Design mc_ctrl, sky130hd; sources not shown.
==> images/pins.png <==
Pins as bars across the die edge, other pins in grey.
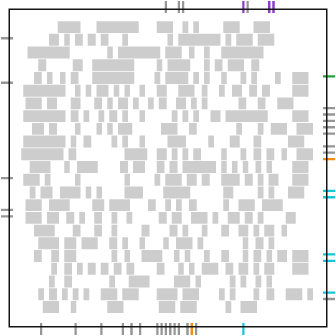
opcode -> cyan  # pins 6, direction input, edge 5 east, 1 south
state -> purple  # pins 3, direction output, edge north
ext_op -> orange  # pins 2, direction output, edge 1 east, 1 south
nop -> green  # pins 1, direction input, edge east
all pins by edge = 16 south, 15 east, 7 north, 5 west
chip width: 67.58 um
height of the die: 67.58 um
Buffers on Ports: 40

==> images/final_clocks.png <==
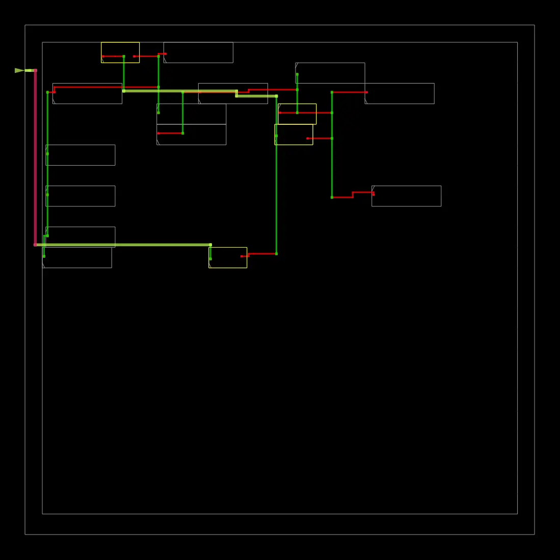
CLK BUF: 4
clk_skew: 5.069 ps
number of flip-flops and latches: 12
clk_lat worst skew: 250 ps

==> images/clock_map.png <==
The bar under the picture is 20 um long.
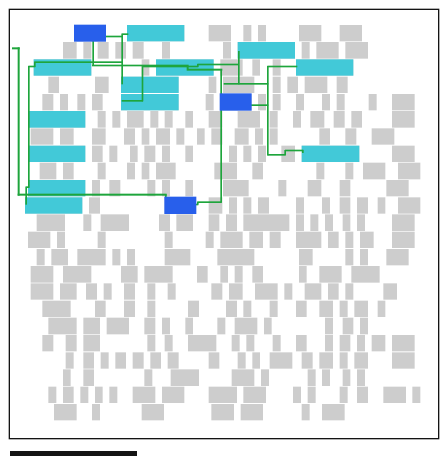
cells driving clock nets -> blue  # count 3
clock wires -> green  # length 217 um
flip-flops -> cyan  # count 12
routed clock nets = 4
clock network fraction of design power: 21.3%
power dissipated in the clock network: 0.000173 W

==> images/metal_stack.png <==
The bar under the picture is 20 um long.
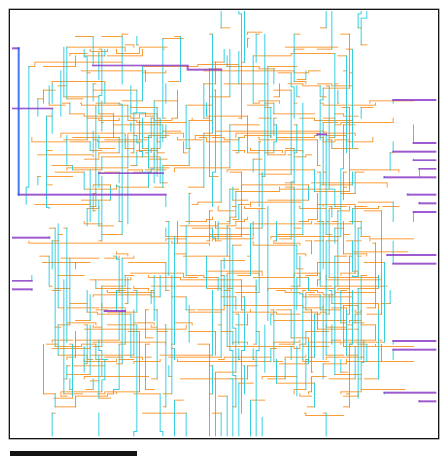
met4 -> blue  # wire length 23.1 um
met3 -> purple  # wire length 157 um
met1 -> orange  # wire length 1,960 um
met2 -> cyan  # wire length 2,100 um
detailed-route wire length: 4236 um
total via count in the routed design: 1,640
detail-routed net length per standard cell: 12.88 um
All-Layer GR Usage: 20.13%

==> images/registers.png <==
Other sequential cells in the stronger grey, the rest of the logic in the fainter grey.
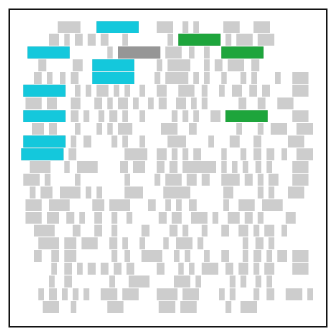
cnt -> cyan  # placed flops 8, where north-west
state -> green  # placed flops 3
not coloured = 1
Seq area share: 15.19%
power in sequential cells: 0.000249 W

==> flow_summary.html <==
<h3>Flow metrics</h3>
<table>
<tr><th>Metric</th><th>Value</th></tr>
<tr><th colspan="2">Status</th></tr>
<tr><td>Status</td><td>complete, no violations</td></tr>
<tr><th colspan="2">Die</th></tr>
<tr><td>Die Area</td><td>approximately 4600 um^2</td></tr>
<tr><th colspan="2">Global route</th></tr>
<tr><td>GRT busiest layer</td><td>met2</td></tr>
<tr><td>Met2 demand-to-capacity share in global routing</td><td>between 30% and 40%</td></tr>
<tr><th colspan="2">Worst setup path</th></tr>
<tr><td>Master of the slowest instance on the critical path</td><td>sky130_fd_sc_hd__clkdlybuf4s50_1</td></tr>
<tr><td>Cell depth of the worst setup path</td><td>11</td></tr>
<tr><td>Reg2Reg Depth</td><td>8</td></tr>
<tr><td>Cell-by-cell listing of the critical path</td><td>clkdlybuf4s50_1, nor2_2, inv_2, nor2_2, nand3_2, nand3_1, nor2_4, nand2_4, clkinv_2, nor3_2, clkdlybuf4s50_1</td></tr>
<tr><td>CP Launch Type</td><td>input pin</td></tr>
<tr><td>Crit Path Max Fanout</td><td>6</td></tr>
<tr><th colspan="2">Synth</th></tr>
<tr><td>Post-synthesis instance area</td><td>1455 um^2</td></tr>
<tr><td>Comb area leader</td><td>simple AND/OR/NAND/NOR gates</td></tr>
<tr><td>Synthesized netlist cell count</td><td>235</td></tr>
<tr><td>Most popular library cell in the synthesized design by count</td><td>sky130_fd_sc_hd__nand2_1</td></tr>
<tr><td>FFs w/ async S/R, synth</td><td>100.0%</td></tr>
<tr><td>Distinct cells, synth</td><td>34</td></tr>
<tr><td>Simple share</td><td>a little under half</td></tr>
<tr><td>Area fraction in compound gates</td><td>15.22%</td></tr>
<tr><th colspan="2">Pwr</th></tr>
<tr><td>Power share of the sequential group</td><td>slightly above 30%</td></tr>
<tr><td>P_int</td><td>0.0004704 W</td></tr>
<tr><td>Static leakage</td><td>0.9788 nW</td></tr>
<tr><td>Net Sw Frac</td><td>around two fifths</td></tr>
<tr><td>Final Power</td><td>0.0008103 W</td></tr>
<tr><th colspan="2">Placed design</th></tr>
<tr><td>Placed standard-cell area</td><td>roughly 1900 um^2</td></tr>
<tr><th colspan="2">Routing</th></tr>
<tr><td>Antenna Nets Post-Route</td><td>0</td></tr>
<tr><th colspan="2">Clock tree</th></tr>
<tr><td>Clock buffer count from CTS</td><td>3</td></tr>
<tr><td>Post-CTS Setup Repair Bufs</td><td>0</td></tr>
<tr><td>CTS hold repair buffers</td><td>0</td></tr>
<tr><td>Clock root buffer</td><td>sky130_fd_sc_hd__clkbuf_8</td></tr>
<tr><td>Clock-pin slew reported for the worst setup and hold paths after clock tree synthesis</td><td>around 60 ps</td></tr>
<tr><th colspan="2">Timing</th></tr>
<tr><td>Count of final setup violators</td><td>0</td></tr>
</table>
stage by stage:
step           cells  hold slack, ps  setup slack [ps]
2_1_floorplan    236           14.41              1133
3_3_place_gp     325           515.7             136.1
3_5_place_dp     325           540.1             106.3
4_1_cts          329           424.7             95.99
5_1_grt          329           457.2             19.80
6_report         329           418.1             157.3
per-layer routing:
layer,part of all wire (%),wire length [um]
met5,0,0
met4,0.54,23
met3,3.7,157
met2,50,2097
met1,46,1959
cell type report:
type | count | area, um^2
clock buffer | 4 | 55.05
fill | 531 | 1966
inverter | 45 | 171.4
multi-input combinational | 176 | 964.7
sequential | 12 | 300.3
tap | 50 | 62.56
timing repair buffer | 42 | 422.9
placed cells by master, fill, tap and decap left out, types with 2 or more instances in the layout:
| cell type | synthesis | layout |
|---|---|---|
| sky130_fd_sc_hd__nand3_2 | 2 | 2 |
| sky130_fd_sc_hd__inv_2 | 8 | 8 |
| sky130_fd_sc_hd__inv_1 | 35 | 35 |
| sky130_fd_sc_hd__nor4_1 | 2 | 2 |
| sky130_fd_sc_hd__nand2_1 | 48 | 48 |
| sky130_fd_sc_hd__nor3_2 | 2 | 2 |
| sky130_fd_sc_hd__a21oi_1 | 13 | 13 |
| sky130_fd_sc_hd__a31oi_1 | 3 | 3 |
| sky130_fd_sc_hd__nor2_2 | 8 | 8 |
| sky130_fd_sc_hd__dfrtp_1 | 12 | 12 |
| sky130_fd_sc_hd__a22oi_1 | 3 | 3 |
| sky130_fd_sc_hd__nor3_1 | 8 | 8 |
| sky130_fd_sc_hd__clkinv_2 | 2 | 2 |
| sky130_fd_sc_hd__conb_1 | 2 | 3 |
| sky130_fd_sc_hd__o211ai_1 | 2 | 2 |
| sky130_fd_sc_hd__nand2_2 | 4 | 4 |
| sky130_fd_sc_hd__o21ai_0 | 9 | 9 |
| sky130_fd_sc_hd__clkbuf_8 | 0 | 4 |
| sky130_fd_sc_hd__nor2_1 | 24 | 24 |
| sky130_fd_sc_hd__ha_1 | 6 | 6 |
| sky130_fd_sc_hd__dlymetal6s2s_1 | 0 | 3 |
| sky130_fd_sc_hd__clkdlybuf4s50_1 | 0 | 37 |
| sky130_fd_sc_hd__nor2_4 | 2 | 2 |
| sky130_fd_sc_hd__buf_4 | 3 | 2 |
| sky130_fd_sc_hd__nand3_1 | 23 | 23 |
| sky130_fd_sc_hd__nand4_1 | 3 | 3 |
cells by family (layout without fill, tap and decap cells):
group / after synthesis / after routing
AND/OR/NAND/NOR: 131 / 131
buffers and inverters: 48 / 91
AND-OR/OR-AND: 36 / 36
flip-flops: 12 / 12
adder cells (fa/ha/maj): 6 / 6
other: 2 / 3
power groups by stage:
stage          sequential, W  combinational (W)  clock, W
2_1_floorplan       0.000259           0.000232         0
3_3_place_gp        0.000250           0.000387         0
3_5_place_dp        0.000251           0.000392         0
4_1_cts             0.000249           0.000394  0.000181
5_1_grt             0.000256           0.000444  0.000183
6_report            0.000249           0.000389  0.000173
Power is estimated from default activity; no workload was simulated.
